[src/rtl/tx_sched_pkg.sv]
// Shared types and defaults for the round-robin transmit scheduler.
package tx_sched_pkg;

    typedef enum logic [1:0] {
        StIdle,
        StArm,
        StSend,
        StGap
    } state_e;

    localparam int unsigned DefFrameLen = 9;
    localparam int unsigned DefGapLen   = 1;
    localparam int unsigned CntW        = 4;

endpackage

[src/rtl/tx_scheduler_if.sv]
// Requester-side and transmitter-side handshake bundle for tx_scheduler.
interface tx_scheduler_if #(
    parameter int unsigned N_REQ  = 4,
    parameter int unsigned WORD_W = 8
) ();

    logic [N_REQ-1:0]        req_valid;
    logic [N_REQ*WORD_W-1:0] req_word;
    logic [N_REQ-1:0]        req_ack;
    logic                    tx_ready;
    logic [WORD_W-1:0]       tx_word;
    logic                    tx_en;

    // master: the scheduler; slave: requesters plus transmitter
    modport master (
        input  req_valid, req_word, tx_ready,
        output req_ack, tx_word, tx_en
    );

    modport slave (
        output req_valid, req_word, tx_ready,
        input  req_ack, tx_word, tx_en
    );

endinterface

[src/rtl/rr_arbiter.sv]
// Combinational rotating-priority picker: search starts one past the last grant.
module rr_arbiter #(
    parameter int unsigned N_REQ = 4
) (
    input  logic [N_REQ-1:0]         req_valid,
    input  logic [$clog2(N_REQ)-1:0] last_grant,
    output logic [$clog2(N_REQ)-1:0] winner,
    output logic                     any
);

    localparam int unsigned IdW = $clog2(N_REQ);

    int unsigned idx;

    always_comb begin
        winner = '0;
        any    = 1'b0;
        idx    = 0;
        for (int unsigned k = 1; k <= N_REQ; k++) begin
            idx = (32'(last_grant) + k) % N_REQ;
            if (!any && req_valid[IdW'(idx)]) begin
                any    = 1'b1;
                winner = IdW'(idx);
            end
        end
    end

endmodule

[src/rtl/tx_scheduler.sv]
// Round-robin scheduler sharing one byte-serial transmitter among N_REQ requesters.
module tx_scheduler
    import tx_sched_pkg::*;
#(
    parameter int unsigned N_REQ     = 4,
    parameter int unsigned WORD_W    = 8,
    parameter int unsigned FRAME_LEN = DefFrameLen,
    parameter int unsigned GAP_LEN   = DefGapLen
) (
    input  logic                     clk,
    input  logic                     rst,
    input  logic                     link_up,
    tx_scheduler_if.master           bus,
    output logic [$clog2(N_REQ)-1:0] grant_id,
    output logic                     busy,
    output logic                     frame_done,
    output logic                     abort
);

    localparam int unsigned IdW = $clog2(N_REQ);

    state_e            state_q, state_d;
    logic [CntW-1:0]   cnt_q, cnt_d;
    logic [CntW-1:0]   gcnt_q, gcnt_d;
    logic [IdW-1:0]    grant_q, grant_d;
    logic [IdW-1:0]    last_q, last_d;
    logic [WORD_W-1:0] word_q, word_d;
    logic [N_REQ-1:0]  ack_q, ack_d;
    logic              en_q, en_d;
    logic              done_q, done_d;
    logic              abort_q, abort_d;

    logic [IdW-1:0]    winner;
    logic              any_req;

    rr_arbiter #(
        .N_REQ (N_REQ)
    ) u_arb (
        .req_valid  (bus.req_valid),
        .last_grant (last_q),
        .winner     (winner),
        .any        (any_req)
    );

    always_comb begin
        state_d = state_q;
        cnt_d   = cnt_q;
        gcnt_d  = gcnt_q;
        grant_d = grant_q;
        last_d  = last_q;
        word_d  = word_q;
        ack_d   = '0;
        en_d    = en_q;
        done_d  = 1'b0;
        abort_d = 1'b0;
        unique case (state_q)
            StIdle: begin
                en_d = 1'b0;
                if (link_up && any_req) begin
                    grant_d = winner;
                    word_d  = bus.req_word[32'(winner) * WORD_W +: WORD_W];
                    state_d = StArm;
                end
            end
            StArm: begin
                // Losing the link before the ack leaves last_grant alone so the requester retries
                if (!link_up) begin
                    state_d = StIdle;
                end else if (bus.tx_ready) begin
                    ack_d[grant_q] = 1'b1;
                    en_d           = 1'b1;
                    cnt_d          = '0;
                    state_d        = StSend;
                end
            end
            StSend: begin
                if (!link_up) begin
                    en_d    = 1'b0;
                    abort_d = 1'b1;
                    last_d  = grant_q;
                    gcnt_d  = '0;
                    state_d = StGap;
                end else if (cnt_q == CntW'(FRAME_LEN - 1)) begin
                    en_d    = 1'b0;
                    done_d  = 1'b1;
                    last_d  = grant_q;
                    gcnt_d  = '0;
                    state_d = StGap;
                end else begin
                    cnt_d = cnt_q + 1'b1;
                end
            end
            StGap: begin
                en_d = 1'b0;
                if (gcnt_q == CntW'(GAP_LEN - 1)) begin
                    state_d = StIdle;
                end else begin
                    gcnt_d = gcnt_q + 1'b1;
                end
            end
            default: state_d = StIdle;
        endcase
    end

    always_ff @(posedge clk) begin
        if (!rst) begin
            state_q <= StIdle;
            cnt_q   <= '0;
            gcnt_q  <= '0;
            grant_q <= '0;
            last_q  <= IdW'(N_REQ - 1);
            word_q  <= '0;
            ack_q   <= '0;
            en_q    <= 1'b0;
            done_q  <= 1'b0;
            abort_q <= 1'b0;
        end else begin
            state_q <= state_d;
            cnt_q   <= cnt_d;
            gcnt_q  <= gcnt_d;
            grant_q <= grant_d;
            last_q  <= last_d;
            word_q  <= word_d;
            ack_q   <= ack_d;
            en_q    <= en_d;
            done_q  <= done_d;
            abort_q <= abort_d;
        end
    end

    assign bus.req_ack = ack_q;
    assign bus.tx_word = word_q;
    assign bus.tx_en   = en_q;
    assign grant_id    = grant_q;
    assign busy        = (state_q != StIdle);
    assign frame_done  = done_q;
    assign abort       = abort_q;

endmodule

[src/flat_wrapper.sv]
// flat-port wrapper written by rule: the top's interface ports become plain ports
module tx_scheduler_flat import tx_sched_pkg::*;
#(
    parameter int unsigned N_REQ     = 4,
    parameter int unsigned WORD_W    = 8,
    parameter int unsigned FRAME_LEN = DefFrameLen,
    parameter int unsigned GAP_LEN   = DefGapLen
)
  (clk, rst, link_up, grant_id, busy, frame_done, abort, bus_req_valid, bus_req_word, bus_tx_ready, bus_req_ack, bus_tx_word, bus_tx_en);
  tx_scheduler_if #(.N_REQ(N_REQ), .WORD_W(WORD_W)) bus_i ();
  input  logic clk;
  input  logic rst;
  input  logic link_up;
  output logic [$clog2(N_REQ)-1:0] grant_id;
  output logic busy;
  output logic frame_done;
  output logic abort;
  input wire logic [$bits(bus_i.req_valid)-1:0] bus_req_valid;
  input wire logic [$bits(bus_i.req_word)-1:0] bus_req_word;
  input wire logic [$bits(bus_i.tx_ready)-1:0] bus_tx_ready;
  output wire logic [$bits(bus_i.req_ack)-1:0] bus_req_ack;
  output wire logic [$bits(bus_i.tx_word)-1:0] bus_tx_word;
  output wire logic [$bits(bus_i.tx_en)-1:0] bus_tx_en;
  assign bus_i.req_valid = bus_req_valid;
  assign bus_i.req_word = bus_req_word;
  assign bus_i.tx_ready = bus_tx_ready;
  assign bus_req_ack = bus_i.req_ack;
  assign bus_tx_word = bus_i.tx_word;
  assign bus_tx_en = bus_i.tx_en;
  tx_scheduler #(.N_REQ(N_REQ), .WORD_W(WORD_W), .FRAME_LEN(FRAME_LEN), .GAP_LEN(GAP_LEN)) u_core (.clk(clk), .rst(rst), .link_up(link_up), .bus(bus_i), .grant_id(grant_id), .busy(busy), .frame_done(frame_done), .abort(abort));
endmodule
[config.mk]
export PLATFORM = sky130hd
export DESIGN_NAME = tx_scheduler_flat
export DESIGN_NICKNAME = d
export VERILOG_FILES = /design/src/rtl/tx_sched_pkg.sv /design/src/rtl/tx_scheduler_if.sv /design/src/rtl/rr_arbiter.sv /design/src/rtl/tx_scheduler.sv /design/src/flat_wrapper.sv
export SDC_FILE = /design/constraint.sdc
export NUM_CORES = 1
export LEC_CHECK = 0
export ABC_AREA = 1
export CORE_UTILIZATION = 50
export DETAILED_ROUTE_END_ITERATION = 10
export GPL_TIMING_DRIVEN = 1
export PLACE_DENSITY_LB_ADDON = 0.08
export SLEW_MARGIN = 20
export SYNTH_ARGS = -nofsm -noshare
export SYNTH_HDL_FRONTEND = slang
export SYNTH_HIERARCHICAL = 1
export SYNTH_SLANG_ARGS = --single-unit
[constraint.sdc]
create_clock -name clk -period 5.4 [get_ports clk]
set_clock_uncertainty 0.05 [all_clocks]
set_input_delay 1.35 -clock clk [delete_from_list [all_inputs] [get_ports clk]]
set_output_delay 1.35 -clock clk [all_outputs]
set_load 0.02 [all_outputs]
Figure 1. Met1 routing.
Scale: 6 px per um. Supply wires on this layer in gray.
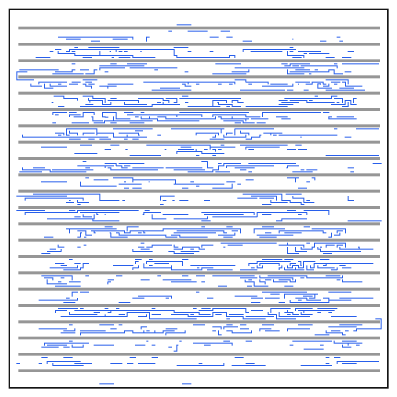
The wires run mostly horizontal. The longest straight run is 17.5 um.

==> metrics.yaml <==
synth:
  synth-adder-area-share_pct: 2.70
  ys_ff: 29
  ys_cells: 285
  xor_share_pct: 0
  yosysTopAreaCell: "dfxtp_1"
  synth_area_per_cell_um2: 6.49
  yosys_area_mm2: 0.00185
  fp_nets: 329
  syn_inst: 285
  async_flop_share_pct: 0
  edf_count: 0
  ys_seq_share_pct: 31.4
finish:
  comb_area_share_pct: 43.0
  inverters: 33
  synthToLayoutAreaGrowth_pct: 37.3
  ff_count: 29
  flop_area_um2: 581
  buffers: 57
  mi_logic_area_mm2: 0.00109
  final_cell_area_mm2: 0.00254
setup_path:
  cp_top_family: "simple AND/OR/NAND/NOR gates"
  rr_endpoint: "u_core/bus.tx_word[5]"
  crit_required_ps: 5530
  critPathArrivalTime_ps: 3640
  end_kind: "flip-flop"
  critPathMaxStageDelay_ps: 480
  r2r_setup_slack_ps: 2570
  worstPathMaxFanout: 19
drt:
  drt-wirelength-per-cell_um: 11.3
  top_layer_used: "met4"
  dr.pass1.iters: 4
  ant_nets: 0
  vias_per_cell: 5.15
grt:
  grt-busiest-layer: "met2"
  grt_max_degree: 20
  grt_pass1_wl_um: 7850
  grt-ovfl-total: 0
  met1_usage_pct: 29.7
  grt_usage_pct: 24.3
clock_network:
  cts.path.max_buffers: 2
  post-cts-setup-buffer-count: 0
  cts_buffers: 5
  ctsResizeCount: 0
run_status:
  status: "finished, final reports clean"
placement:
  pre_cts_ws_ps: 1620
  placedCellCount: 379
final_timing:
  drv_slew: 0
  timing.hold.ws_ps: 422
  hold_viol: 0
  worst_slew_pin_slew_ps: 632
  rsz0062_at_grt: "false"
  maxSlewHeadroom_pct: 57.7
power:
  p_clk_share_pct: 25.2
  power_leader: "combinational cells"
  switching_share_pct: 39.0
  powerComb_mw: 0.401
  p_comb_share_pct: 44.0
  seq_power_mw: 0.280
flow_run:
  drv_cap: 0
Figure 2. Signal wires on met2.
Scale: 4 px per um. Cells faint in the background.
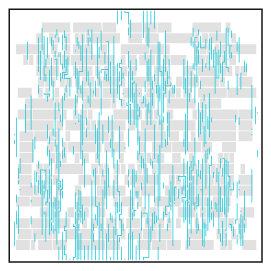
The wires run mostly vertical. The layer carries 2120 um of wire. The layer holds 49% of the routed length.

Power and IR drop assume default switching activity.
